## src/rtl/rca_pipe.sv

```systemverilog
// Pipelined ripple-carry adder: each stage resolves CHUNK sum bits and hands its carry to the next stage.
// Optional signed-overflow output is enabled by defining RCA_PIPE_OVF_EN.
module rca_pipe #(
  parameter int WIDTH = 16,
  parameter int CHUNK = 4
) (
  input  logic             clk,
  input  logic             rst_n,
  input  logic             in_valid,
  output logic             in_ready,
  input  logic [WIDTH-1:0] a,
  input  logic [WIDTH-1:0] b,
  input  logic             cin,
  output logic             out_valid,
  input  logic             out_ready,
  output logic [WIDTH-1:0] sum,
`ifdef RCA_PIPE_OVF_EN
  output logic             ovf,
`endif
  output logic             cout
);

  localparam int STAGES = (CHUNK > 0) ? WIDTH / CHUNK : 1;

  // Stage k receives WIDTH - k*CHUNK operand bits; these are packed back to back.
  function automatic int in_off(input int k);
    int o;
    o = 0;
    for (int j = 0; j < k; j++) o += WIDTH - j * CHUNK;
    return o;
  endfunction

  // Stage k holds (k+1)*CHUNK resolved sum bits; also packed back to back.
  function automatic int s_off(input int k);
    int o;
    o = 0;
    for (int j = 0; j < k; j++) o += (j + 1) * CHUNK;
    return o;
  endfunction

  localparam int IN_TOT = in_off(STAGES);
  localparam int S_TOT  = s_off(STAGES);

  if (CHUNK < 1 || WIDTH < 2 || (WIDTH % CHUNK) != 0) begin : g_cfg_err
    $error("rca_pipe: WIDTH must be >= 2 and a multiple of CHUNK >= 1");
  end

  logic [IN_TOT-1:0] op_a_s;
  logic [IN_TOT-1:0] op_b_s;
  logic [S_TOT-1:0]  sum_s;
  logic [STAGES-1:0] valid_s;
  logic [STAGES-1:0] carry_s;
  logic              adv;

  assign adv       = !out_valid || out_ready;
  assign in_ready  = adv;
  assign op_a_s[WIDTH-1:0] = a;
  assign op_b_s[WIDTH-1:0] = b;

  assign out_valid = valid_s[STAGES-1];
  assign cout      = carry_s[STAGES-1];
  assign sum       = sum_s[S_TOT-1 -: WIDTH];

  for (genvar k = 0; k < STAGES; k++) begin : g_stage
    localparam int IW = WIDTH - k * CHUNK;
    localparam int IO = in_off(k);
    localparam int SW = (k + 1) * CHUNK;
    localparam int SO = s_off(k);

    logic [IW-1:0]    a_in;
    logic [IW-1:0]    b_in;
    logic             c_in;
    logic             valid_d;
    logic [CHUNK-1:0] s_chunk;
    logic             carry_d;
    logic [SW-1:0]    sum_d;
    logic [SW-1:0]    sum_q;
    logic             valid_q;
    logic             carry_q;

    assign a_in = op_a_s[IO +: IW];
    assign b_in = op_b_s[IO +: IW];
    assign {carry_d, s_chunk} = {1'b0, a_in[CHUNK-1:0]} + {1'b0, b_in[CHUNK-1:0]}
                              + {{CHUNK{1'b0}}, c_in};

    if (k == 0) begin : g_head
      assign c_in    = cin;
      assign valid_d = in_valid;
      assign sum_d   = s_chunk;
    end else begin : g_body
      localparam int PSO = s_off(k - 1);
      assign c_in    = carry_s[k-1];
      assign valid_d = valid_s[k-1];
      assign sum_d   = {s_chunk, sum_s[PSO +: k*CHUNK]};
    end

    // NOTE: the datapath is reset along with the valid bits so sum/cout read 0 out of reset.
    always_ff @(posedge clk or negedge rst_n) begin
      if (!rst_n) begin
        valid_q <= 1'b0;
        carry_q <= 1'b0;
        sum_q   <= '0;
      end else if (adv) begin
        valid_q <= valid_d;
        carry_q <= carry_d;
        sum_q   <= sum_d;
      end
    end

    assign valid_s[k]      = valid_q;
    assign carry_s[k]      = carry_q;
    assign sum_s[SO +: SW] = sum_q;

    // Operand bits above this chunk travel on; the last stage has none left.
    if (IW > CHUNK) begin : g_fwd
      logic [IW-CHUNK-1:0] a_q;
      logic [IW-CHUNK-1:0] b_q;

      always_ff @(posedge clk or negedge rst_n) begin
        if (!rst_n) begin
          a_q <= '0;
          b_q <= '0;
        end else if (adv) begin
          a_q <= a_in[IW-1:CHUNK];
          b_q <= b_in[IW-1:CHUNK];
        end
      end

      assign op_a_s[IO+IW +: IW-CHUNK] = a_q;
      assign op_b_s[IO+IW +: IW-CHUNK] = b_q;
    end

`ifdef RCA_PIPE_OVF_EN
    // The sign bits are only consumed here, so overflow is resolved in the last stage.
    if (k == STAGES - 1) begin : g_ovf
      logic ovf_d;
      logic ovf_q;

      assign ovf_d = (a_in[IW-1] == b_in[IW-1]) && (s_chunk[CHUNK-1] != a_in[IW-1]);

      always_ff @(posedge clk or negedge rst_n) begin
        if (!rst_n) begin
          ovf_q <= 1'b0;
        end else if (adv) begin
          ovf_q <= ovf_d;
        end
      end

      assign ovf = ovf_q;
    end
`endif
  end

endmodule

```

## config.mk

```make
export PLATFORM = sky130hd
export DESIGN_NAME = rca_pipe
export DESIGN_NICKNAME = d
export VERILOG_FILES = /design/src/rtl/rca_pipe.sv
export SDC_FILE = /design/constraint.sdc
export NUM_CORES = 1
export LEC_CHECK = 0
export CAP_MARGIN = 15
export CORE_MARGIN = 2
export CORE_UTILIZATION = 45
export DETAILED_ROUTE_END_ITERATION = 8
export PLACE_DENSITY = 0.7
export SLEW_MARGIN = 20
export SYNTH_ARGS = -nofsm -noshare
export SYNTH_HDL_FRONTEND = slang
export SYNTH_SLANG_ARGS = --single-unit
```

## constraint.sdc

```tcl
create_clock -name clk -period 1.8 [get_ports clk]
set_input_delay 0.54 -clock clk [delete_from_list [all_inputs] [get_ports clk]]
set_output_delay 0.54 -clock clk [all_outputs]
set_load 0.05 [all_outputs]
```

run_1/cell_classes.png
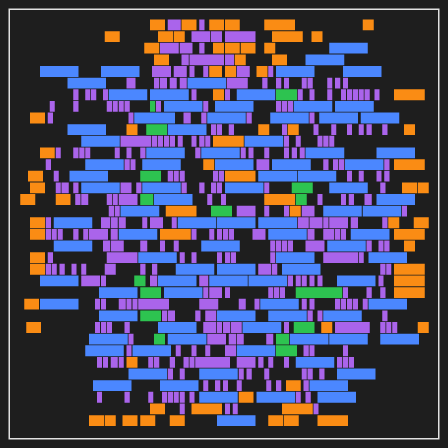
| class | color | cells |
|---|---|---|
| other buffers and delay cells | orange | 73 |
| clock drivers and dummy loads | green | 16 |
| flip-flops | blue | 96 |
| all other logic | purple | 327 |

run_1/density.png
The die is cut into 10 by 10 equal tiles; black is low, pale yellow is high, 0 to 100% covered.
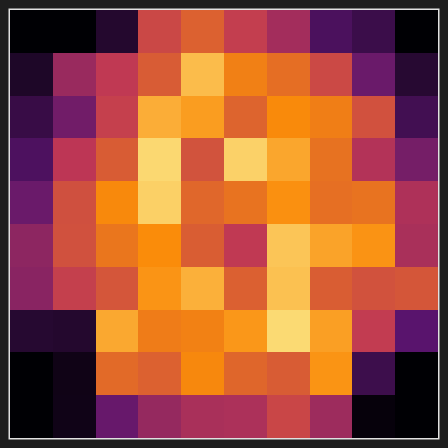
mean over tiles: 51%
fullest tile: 92%
tiles over 75% full: 19%
nearly empty tiles: 8.0%

run_1/hierarchy.png
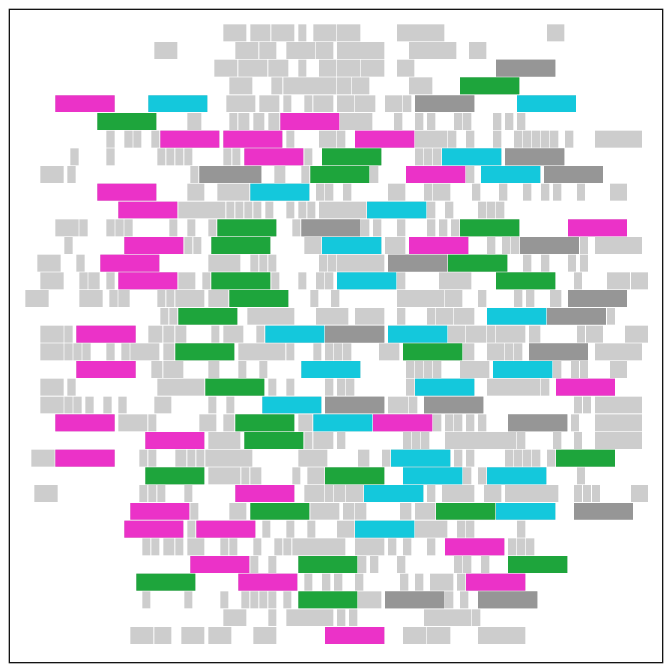
| scope | color | sequential cells |
|---|---|---|
| g_stage[2] | cyan | 22 |
| g_stage[1] | green | 26 |
| g_stage[0] | magenta | 30 |

run_1/final_congestion.png
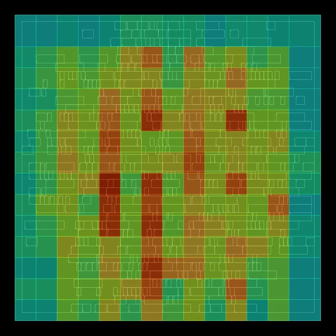
global routing usage on met2: 27.4%
GRT Overall Usage: 15.8%
busiest grt layer: met2
global-route met3 utilization: 2.02%
wire per inst: 11.5 um

[run 1: cells by family (layout without fill, tap and decap cells)]
family                     Yosys count  count (layout)  synth area share, %
AOI/OAI and AO/OA                   38              38                 5.52
buffers and inverters               36             104                 5.24
xor gates and xnor gates             4               4                0.844
and+or+nand+nor                    250             250                 23.1
DFF                                 96              96                 57.9
adders and majority gates           20              20                 7.47
[run 1: state kept, by name (all words and copies together) (netlist names)]
register,count
sum,16
g_stage.g_fwd.b_q,24
g_stage.valid_q,3
g_stage.carry_q,3
g_stage.sum_q,24
cout,1
g_stage.g_fwd.a_q,24
out_valid,1
[run 1: critical path: cells and delay by family]
| family | cells | cell delay [ns] |
|---|---|---|
| fa+ha+maj | 2 | 0.87 |
| compound gates | 1 | 0.12 |
| buf+inv | 2 | 0.51 |
==> changes_impl.md, run 1 <==
## Implementation

- Signal buffers: between 70 and 80
- CTS clk-pin slew, worst paths: 0.09 ns
- FF-to-FF setup slack: 0.05 ns
- Clk. pwr: around 1.4 mW
- EDFF count, synth: 0
- Top cells excl fill/tap: 233 x nand2_1, 95 x dfrtp_1, 34 x clkdlybuf4s50_1
- P_seq: ~3.7 mW
- Clkbuf count: 10
- Num rows: 35
- Slew @ Worst Pin: between 0.2 and 0.3 ns
- CTS hold repair buffers: 0
- CTS tree: yes
- Worst r2r dst: cout
- Final setup viols: 0
- Synth Cell Area: about 4200 sq um
- Top cell excl fill/tap: nand2_1
- Fin Clk Skew: 0.00874 ns
- Worst setup startpoint: a[0]
- Top sig layer: met4
- Register share of total power: 40.4%
- Max-area cell share: 57.9%
- Final hold violation count: 0
- Buffers on Ports: between 50 and 60
- Clock group share of total power: 15.2%
- Worst Slack Setup Final: roughly 0.045 ns
- Yosys cell count: around 440
- Combinational Power Share: between 40 and 50%
- Final Cycle Share: approximately 97%
- # diodes: 0
- Remaining DRCs: 0
- Dpl ws: -0.340 ns
- Top class by area: registers
- Share of post-route cells with drive strength above 1: between 10% and 20%
- CP Launch Type: input port
- Pwr top: combinational logic
- Worst setup EP type: flip-flop
- Worst R2R Start: g_stage[2].carry_q
- I/O pin count: roughly 56
- R2r worst-path depth: 5
- Well Taps: approximately 110
- Async set-reset flop share out of synthesis: 100%
- HPWL after DPL: 5.22 mm
- Status: finished, final reports clean
- H-Tree Depth: 3
- Vias in the first global route: approximately 3000
- Tmin final: around 1.8 ns
- Top cells by count, synth: 233 x nand2_1, 96 x dfrtp_1, 16 x o21ai_1
- Comb. pwr: about 4.0 mW
- Seq/total area: between 40% and 50%
- Syn_area_per_cell: a little over 9 sq um
run_1/registers.png
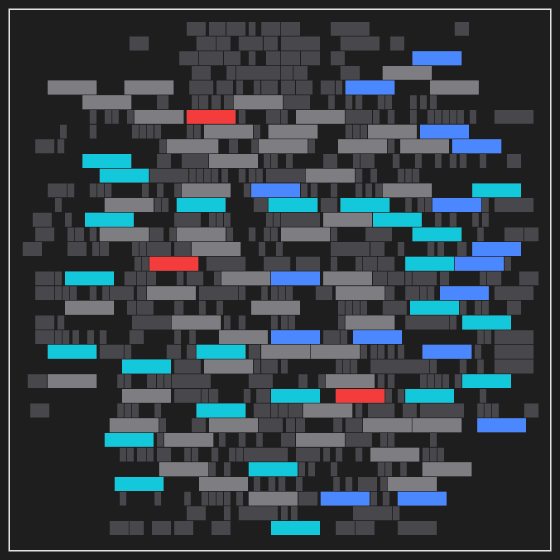

==> inputs of run 2 (changes only) <==
--- a/config.mk
+++ b/config.mk
@@ -6,6 +6,7 @@
 export NUM_CORES = 1
 export LEC_CHECK = 0
 export CAP_MARGIN = 15
+export CORE_ASPECT_RATIO = 2
 export CORE_MARGIN = 2
 export CORE_UTILIZATION = 45
 export DETAILED_ROUTE_END_ITERATION = 8
run_2/registers.png
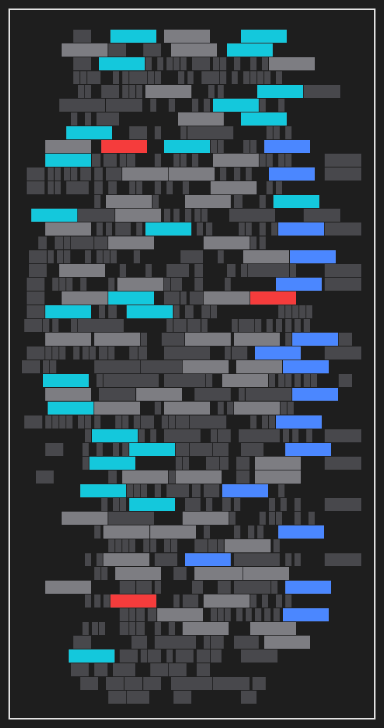
| netlist name | color | sequential cells |
|---|---|---|
| g_stage.carry_q | red | 3 |
| sum | blue | 16 |
| g_stage.g_fwd.a_q | cyan | 24 |
not colored: 53

==> changes_impl.md, run 2 <==
## Implementation

- Top cells excl fill/tap: 233 x nand2_1, 95 x dfrtp_1, 34 x clkdlybuf4s50_1
- Global-route met3 utilization: 3.84%
- CTS tree: yes
- EDFF count, synth: 0
- Worst R2R Start: g_stage[2].carry_q
- # diodes: 0
- H-Tree Depth: 3
- Wire per inst: ~13 um
- Tmin final: 1.76 ns
- I/O pin count: around 56
- Seq share, synth: roughly 58%
- Max stage delay on crit path: approximately 0.44 ns
- Worst setup startpoint: a[0]
- Fin Clk Skew: between 0.009 and 0.01 ns
- Final Cycle Share: a little over nine tenths
- Syn_area_per_cell: 9.35 sq um
- CP Depth: 6
- Remaining DRCs: 0
- Top cell excl fill/tap: nand2_1
- Yosys cell count: ~440
- Status: finished, final reports clean
- Clk. pwr: ~1.8 mW
- Worst setup EP type: flip-flop
- Clock group share of total power: 18.7%
- Busiest grt layer: met2
- Buf/Inv on CP: 1
- Global routing usage on met2: 31.1%
- R2r worst-path depth: 5
- Comb. pwr: between 4 and 5 mW
- HPWL after DPL: between 5 and 6 mm
- Slew @ Worst Pin: 0.463 ns
- Worst r2r dst: cout
- FF-to-FF setup slack: around 0.09 ns
- P_leak: roughly 2.7 nW
- Dpl ws: -0.372 ns
- CTS clk-pin slew, worst paths: 0.06 ns
- Combinational Power Share: 42.7%
- CTS hold repair buffers: 0
- Top cells by count, synth: 233 x nand2_1, 96 x dfrtp_1, 16 x o21ai_1
- GRT Overall Usage: 17.6%
- Final hold violation count: 0
- Register share of total power: around two fifths
- Top sig layer: met4
- Synth Cell Area: 4150 sq um
- Vias in the first global route: around 3000
run_2/cell_classes.png
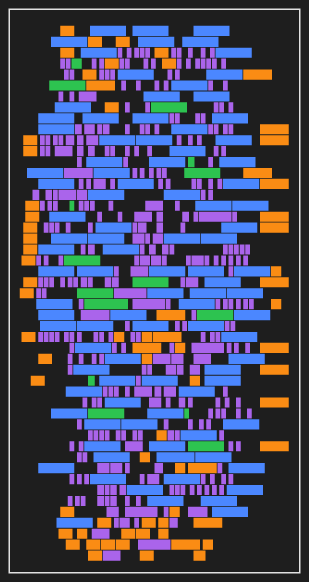
Final Util: 58.9%
num rows: 49
Seq/total area: 45.6%
final instance area: 5270 sq um

## run 2: cell counts after synthesis
Identical to the previous run, type by type.
## run 2: cell type report
cell class | count | area (sq um)
Clock buffer | 11 | 233
Fill cell | 792 | 3680
Clock inverter | 4 | 47.5
Inverter | 15 | 58.8
Sequential cell | 96 | 2400
Multi-Input combinational cell | 312 | 1560
Timing Repair Buffer | 69 | 842
Tap cell | 102 | 128
## run 2: logic make-up (layout without fill, tap and decap cells)
| kind of cell | count (synthesis) | after routing | share of synthesized area [%] |
|---|---|---|---|
| flops | 96 | 96 | 57.9 |
| compound gates | 38 | 38 | 5.52 |
| simple gates | 250 | 250 | 23.1 |
| fa+ha+maj | 20 | 20 | 7.47 |
| buf+inv | 36 | 99 | 5.24 |
| xor+xnor | 4 | 4 | 0.844 |
Power is estimated from default activity; no workload was simulated.
